**config.mk**
```make
export PLATFORM = sky130hd
export DESIGN_NAME = poly_eval_ctrl
export DESIGN_NICKNAME = d
export VERILOG_FILES = /design/src/rtl/poly_eval_ctrl.sv
export SDC_FILE = /design/constraint.sdc
export NUM_CORES = 1
export LEC_CHECK = 0
export ABC_AREA = 1
export CAP_MARGIN = 20
export CORE_AREA = 2 2 129 119
export CTS_BUF_LIST = sky130_fd_sc_hd__clkbuf_2 sky130_fd_sc_hd__clkbuf_4 sky130_fd_sc_hd__clkbuf_8
export CTS_CLUSTER_DIAMETER = 120
export DETAILED_ROUTE_END_ITERATION = 8
export DIE_AREA = 0 0 131 121
export PLACE_DENSITY = 0.78
export SYNTH_ARGS = -nofsm -noshare
export SYNTH_HDL_FRONTEND = slang
export SYNTH_SLANG_ARGS = --single-unit
```
**constraint.sdc**
```tcl
create_clock -name clk -period 4.8 [get_ports clk]
set_input_delay 1.2 -clock clk [delete_from_list [all_inputs] [get_ports clk]]
set_output_delay 1.2 -clock clk [all_outputs]
set_load 0.005 [all_outputs]
```
**src/rtl/poly_eval_ctrl.sv**
```systemverilog
// poly_eval_ctrl: evaluates y = (a*x + b)*x + c over four micro-steps using a
// single shared multiplier and a single shared adder.
// Optional build macro POLY_EVAL_SAT_EN: clamp every step to the signed CW range
// and expose a sticky 'sat' flag for the evaluation.
//
// state | meaning
// IDLE  | ready; latch operands when inicio is high
// MUL1  | acc <= a_r * x_r
// ADD1  | acc <= acc + b_r
// MUL2  | acc <= acc * x_r
// ADD2  | y   <= acc + c_r
// DONE  | valid pulse, back to IDLE
module poly_eval_ctrl #(
  parameter int XW = 8,
  parameter int CW = 16
) (
  input  logic                 clk,
  input  logic                 rst,
  input  logic                 inicio,
  input  logic signed [XW-1:0] x,
  input  logic signed [CW-1:0] a,
  input  logic signed [CW-1:0] b,
  input  logic signed [CW-1:0] c,
  output logic signed [CW-1:0] y,
  output logic                 ready,
`ifdef POLY_EVAL_SAT_EN
  output logic                 sat,
`endif
  output logic                 valid
);

  typedef enum logic [2:0] {IDLE, MUL1, ADD1, MUL2, ADD2, DONE} state_t;

  state_t state_q, state_d;
  logic signed [CW-1:0] x_q, x_d, a_q, a_d, b_q, b_d, c_q, c_d;
  logic signed [CW-1:0] acc_q, acc_d, y_q, y_d;
  logic signed [CW-1:0] mul_a, add_b, mul_res, add_res;

  // shared operand muxes: multiplier takes a_r or acc, adder takes b_r or c_r
  assign mul_a = (state_q == MUL1) ? a_q : acc_q;
  assign add_b = (state_q == ADD1) ? b_q : c_q;

`ifdef POLY_EVAL_SAT_EN
  logic                   sat_q, sat_d, sat_run_q, sat_run_d;
  logic signed [2*CW-1:0] mul_a_ext, x_ext, prod;
  logic signed [CW:0]     sum_full;
  logic                   mul_ovf, add_ovf;

  assign mul_a_ext = {{CW{mul_a[CW-1]}}, mul_a};
  assign x_ext     = {{CW{x_q[CW-1]}}, x_q};
  assign prod      = mul_a_ext * x_ext;
  assign sum_full  = {acc_q[CW-1], acc_q} + {add_b[CW-1], add_b};

  // overflow when the bits above the result sign are not a pure sign extension
  assign mul_ovf = !((&prod[2*CW-1:CW-1]) || !(|prod[2*CW-1:CW-1]));
  assign add_ovf = sum_full[CW] != sum_full[CW-1];

  // clamp toward the sign of the true result
  always_comb begin
    mul_res = prod[CW-1:0];
    add_res = sum_full[CW-1:0];
    if (mul_ovf) mul_res = prod[2*CW-1] ? {1'b1, {(CW-1){1'b0}}} : {1'b0, {(CW-1){1'b1}}};
    if (add_ovf) add_res = sum_full[CW] ? {1'b1, {(CW-1){1'b0}}} : {1'b0, {(CW-1){1'b1}}};
  end

  assign sat = sat_q;
`else
  // wrap-around: low CW bits of the product and sum are exactly the modulo result
  assign mul_res = mul_a * x_q;
  assign add_res = acc_q + add_b;
`endif

  assign ready = (state_q == IDLE);
  assign valid = (state_q == DONE);
  assign y     = y_q;

  // next-state and datapath update
  always_comb begin
    state_d = state_q;
    x_d     = x_q;
    a_d     = a_q;
    b_d     = b_q;
    c_d     = c_q;
    acc_d   = acc_q;
    y_d     = y_q;
`ifdef POLY_EVAL_SAT_EN
    sat_d     = sat_q;
    sat_run_d = sat_run_q;
`endif
    case (state_q)
      IDLE: begin
        if (inicio) begin
          x_d     = {{(CW-XW){x[XW-1]}}, x};
          a_d     = a;
          b_d     = b;
          c_d     = c;
          state_d = MUL1;
`ifdef POLY_EVAL_SAT_EN
          sat_d     = 1'b0;
          sat_run_d = 1'b0;
`endif
        end
      end
      MUL1, MUL2: begin
        acc_d   = mul_res;
        state_d = (state_q == MUL1) ? ADD1 : ADD2;
`ifdef POLY_EVAL_SAT_EN
        sat_run_d = sat_run_q | mul_ovf;
`endif
      end
      ADD1: begin
        acc_d   = add_res;
        state_d = MUL2;
`ifdef POLY_EVAL_SAT_EN
        sat_run_d = sat_run_q | add_ovf;
`endif
      end
      ADD2: begin
        y_d     = add_res;
        state_d = DONE;
`ifdef POLY_EVAL_SAT_EN
        sat_d = sat_run_q | add_ovf;
`endif
      end
      DONE:    state_d = IDLE;
      default: state_d = IDLE;
    endcase
  end

  // state and datapath registers, cleared asynchronously
  always_ff @(posedge clk or posedge rst) begin
    if (rst) begin
      state_q <= IDLE;
      x_q     <= '0;
      a_q     <= '0;
      b_q     <= '0;
      c_q     <= '0;
      acc_q   <= '0;
      y_q     <= '0;
`ifdef POLY_EVAL_SAT_EN
      sat_q     <= 1'b0;
      sat_run_q <= 1'b0;
`endif
    end else begin
      state_q <= state_d;
      x_q     <= x_d;
      a_q     <= a_d;
      b_q     <= b_d;
      c_q     <= c_d;
      acc_q   <= acc_d;
      y_q     <= y_d;
`ifdef POLY_EVAL_SAT_EN
      sat_q     <= sat_d;
      sat_run_q <= sat_run_d;
`endif
    end
  end

endmodule

```
Nets reached from selected ports:
(2 px per um)
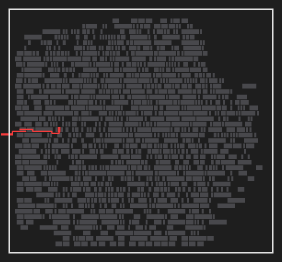
Red marks `valid`, bits 1, direction output, edge left, end cells 1, buffers 1, wire 32.4 um.
Top Ports: 77
IO Port Bufs: 76

Drive-strength map:
(4 px per um)
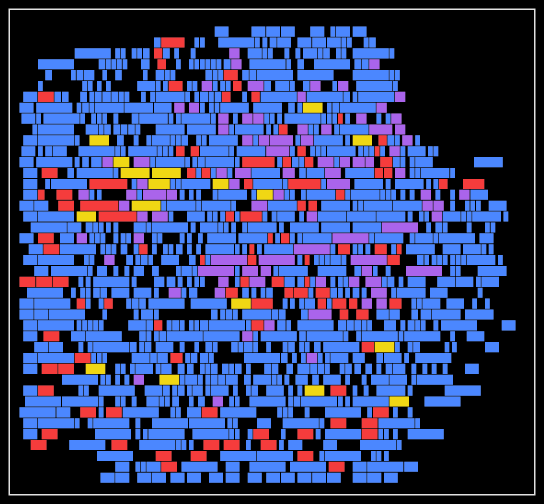
Purple marks x3 and x4, cells 88. Yellow marks x6 and larger, cells 17. Red marks x2, cells 102. Blue marks x1 and smaller, cells 881.
P&R area growth vs syn: 25.1%
min setup slack post-route: -0.0631 ns

Gate families picked out:
(4 px per um)
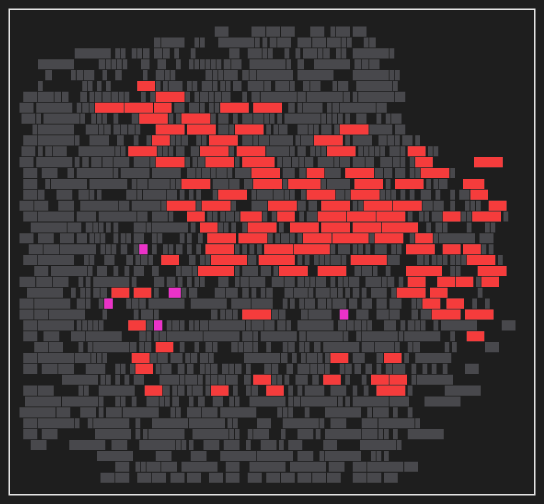
Red marks fa/ha/maj cells, cells 111. Magenta marks and/or cells, cells 5.
Comb/total area: 52.4%
most frequent logic cell in the layout: nand2_1
Final Non-Filler Cells: 1,286

Placed standard cells:
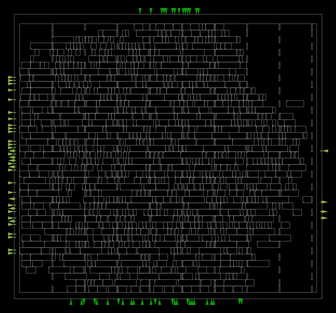
seq_cells: 91
Fill cells: 1,122
Layout Utilization: 66.6%
Site Rows: 42
total core area: 14,500 um^2

Pin placement:
(4 px per um) Pins as bars across the die edge, other pins in grey.
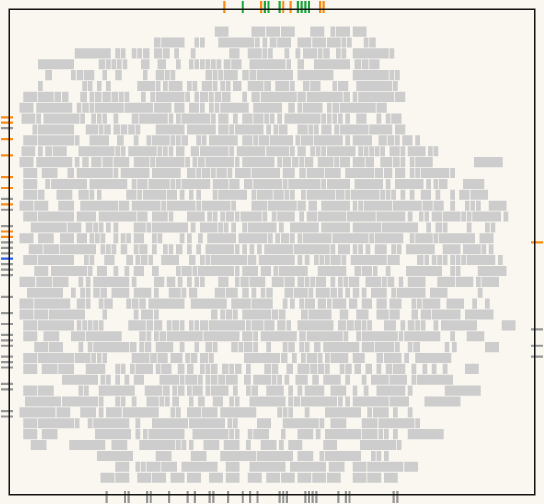
Green marks `x`, pins 8, direction input, edge top. Orange marks `a`, pins 16, direction input, edge 9 left, 6 top, 1 right. Blue marks `valid`, pins 1, direction output, edge left.
Die X: 131 um
die height: 121 um

==> impl_metrics.csv <==
group,metric,value,unit
run_status,status,"finished, violations left",
run_status,violations,"negative setup slack",
cells_and_area,fin_area,9620,um^2
worst_hold_path,hp-start,"y[1]$_DFFE_PP0N_",
synth,ff_type,"dfrtp_1",
worst_setup_path,cp_top_family,"adder cells",
cells_and_area,nets,1254,
routing,wl_per_cell,15.7,um
worst_setup_path,worstPathRequired,5.08,ns
synth,topCellsByArea,"dfrtp_1 30%, fa_1 16%, nand2_1 11%, ha_1 8.0%, inv_1 7.9%",
routing,dr.pass1.iters,6,
clocking,cts_buffers,9,
synth,syn-instance-count,962,
routing,routed_via_density,5.29,
flow_run,maxCapViolations,0,
clocking,clk_path_buf_depth,2,
routing,drc,0,
floorplanning,fp-utilization,53.2,%
worst_setup_path,arrival,5.15,ns
synth,postSynthAreaPerCell,7.99,um^2
global_route,grt-busiest-layer,"met2",
global_route,grt_pass1_vias,6757,
global_route,met3_usage,5.73,%
global_route,grt_overflow_total,0,
synth,syn_nets,1132,
worst_setup_path,regToRegSetupSlack,-0.06,ns
synth,yosysWarnings,0,
synth,postSynthSeqShare,29.6,%
worst_hold_path,holdCritPathClass,"reg -> reg",
worst_setup_path,cp_num_buf_inv,5,
synth,ys_chip_area,7690,um^2
routing,routed_wirelength,20200,um
synth,ys_top_cells_by_count,"218 x nand2_1, 161 x inv_1, 128 x nor2_1",
placement,hpwl,15100,um
synth,synth.most_common_cell,"nand2_1",
global_route,use_met2,41.0,%
final_timing,setup_violations,4,
routing,drt_iter0_markers,463,
flow_run,tool_warnings,29,
worst_setup_path,path_max_fanout,8,
worst_setup_path,critPathLaunch,"state_q[1]$_DFFE_PP0P_",
clocking,cts_sinks,91,
floorplanning,die_area,15900,um^2
worst_setup_path,setup.worst_path.class,"reg -> reg",
final_timing,setup_slack,-0.0631,ns
routing,drtAntennaViolNets,0,
synth,edf_count,0,
worst_setup_path,crit_cells,26,
worst_setup_path,crit_path_frequent_cell,"nand2_1",
synth,synth_flop_count,91,
final_timing,clock_skew,0.0125,ns
global_route,grt_pass1_wl,32400,um
worst_setup_path,r2r-start,"state_q[1]$_DFFE_PP0P_",
final_timing,fin_crit_sh,101,%
final_timing,tightest_slew,0.812,ns
worst_setup_path,crit_path_end,"acc_q[15]$_DFFE_PP0P_",
routing,routed-via-count,6806,
global_route,antenna_found_initial,0,
cells_and_area,antenna_cells,0,
synth,top_area_share,29.6,%
clocking,htree_levels,3,
worst_setup_path,critPathMaxStageDelay,0.56,ns
worst_setup_path,startpoint_type,"flop",
placement,placedInstanceArea,8930,um^2
synth,syn-cell-area,7690,um^2
final_timing,maxSlewHeadroom,45.7,%
clocking,clk_pin_slew_worst_paths,0.10,ns
final_timing,slew_viol_final,0,
final_timing,rsz0062_at_grt,"yes",
final_timing,period_minus_slack,4.86,ns
placement,dp_slack,-0.182,ns
synth,synth_cell_types,35,
final_timing,clock.fmax,206,MHz
cells_and_area,layout-drive-gt1-share,19.0,%
worst_setup_path,worstReg2RegEnd,"acc_q[15]$_DFFE_PP0P_",
cells in the final DEF (no fill, tap or decap), types with 8 or more instances in the layout:
master	count
nand2_1	206
inv_1	149
nor2_1	106
dfrtp_1	88
clkdlybuf4s50_1	76
fa_1	60
buf_4	54
a21oi_1	47
nand3_1	44
ha_1	39
mux2_2	35
o21ai_0	16
nor2_2	16
nand2_2	13
xor2_1	10
clkbuf_8	10
inv_2	8
ha_4	8
layer usage:
layer / wire (um) / share of wire, %
met4: 675 / 3.3
met3: 1500 / 7.4
met5: 0 / 0
met1: 8600 / 43
met2: 9450 / 47
worst min path at each step:
stage	cells past startpoint	to	slack [ns]
2_1_floorplan	2	acc_q[15]$_DFFE_PP0P_	0.45
3_3_place_gp	2	y[0]$_DFFE_PP0N_	0.46
3_5_place_dp	2	acc_q[15]$_DFFE_PP0P_	0.47
4_1_cts	2	acc_q[15]$_DFFE_PP0P_	0.49
5_1_grt	2	y[1]$_DFFE_PP0N_	0.51
6_report	2	y[1]$_DFFE_PP0N_	0.49
state kept, by name, indices dropped and copies added, names as in the netlist:
signal / cells
a_q: 16
acc_q: 16
b_q: 16
c_q: 16
y: 16
x_q: 8
state_q: 3
tightest hold or removal path, delay by kind of cell, from the launching register on:
kind / cells / cell delay (ns)
flip-flops: 1 / 0.36
AND/OR/NAND/NOR: 2 / 0.10
kinds of logic (layout without fill, tap and decap cells):
kind of cell             Yosys count  count (layout)  share of synthesized area, %
AND/OR/NAND/NOR                  418             419                          22.5
buffers and inverters            192             317                          9.73
adder cells (fa/ha/maj)          111             111                          24.1
AND-OR/OR-AND                    101             101                          7.23
flip-flops                        91              91                          29.6
multiplexers                      36              36                          5.26
XOR/XNOR                          13              13                          1.58
stage by stage:
stage / hold WS [ns] / setup TNS (ns)
3_3_place_gp: 0.455 / -0.0711
3_5_place_dp: 0.466 / -0.539
2_1_floorplan: 0.449 / -0.0104
4_1_cts: 0.493 / -0.0252
5_1_grt: 0.506 / -1.27
6_report: 0.487 / -0.155
layout make-up:
cell class | count | area [um^2] | share of cell area (%)
multi-input cells | 680 | 5040 | 52.4
well taps | 198 | 248 | 2.58
inverters | 167 | 638 | 6.63
flip-flops and latches | 91 | 2280 | 23.7
clock buffers | 12 | 153 | 1.59
clock inverters | 3 | 25.0 | 0.260
repair buffers | 135 | 1230 | 12.8
what timing repair did:
item,4_1_cts,5_1_grt
hold buffers,0,0
pin swaps,14,22
resized,48,59
cloned,1,0
setup buffers,6,8
setup endpoints to repair,6,7
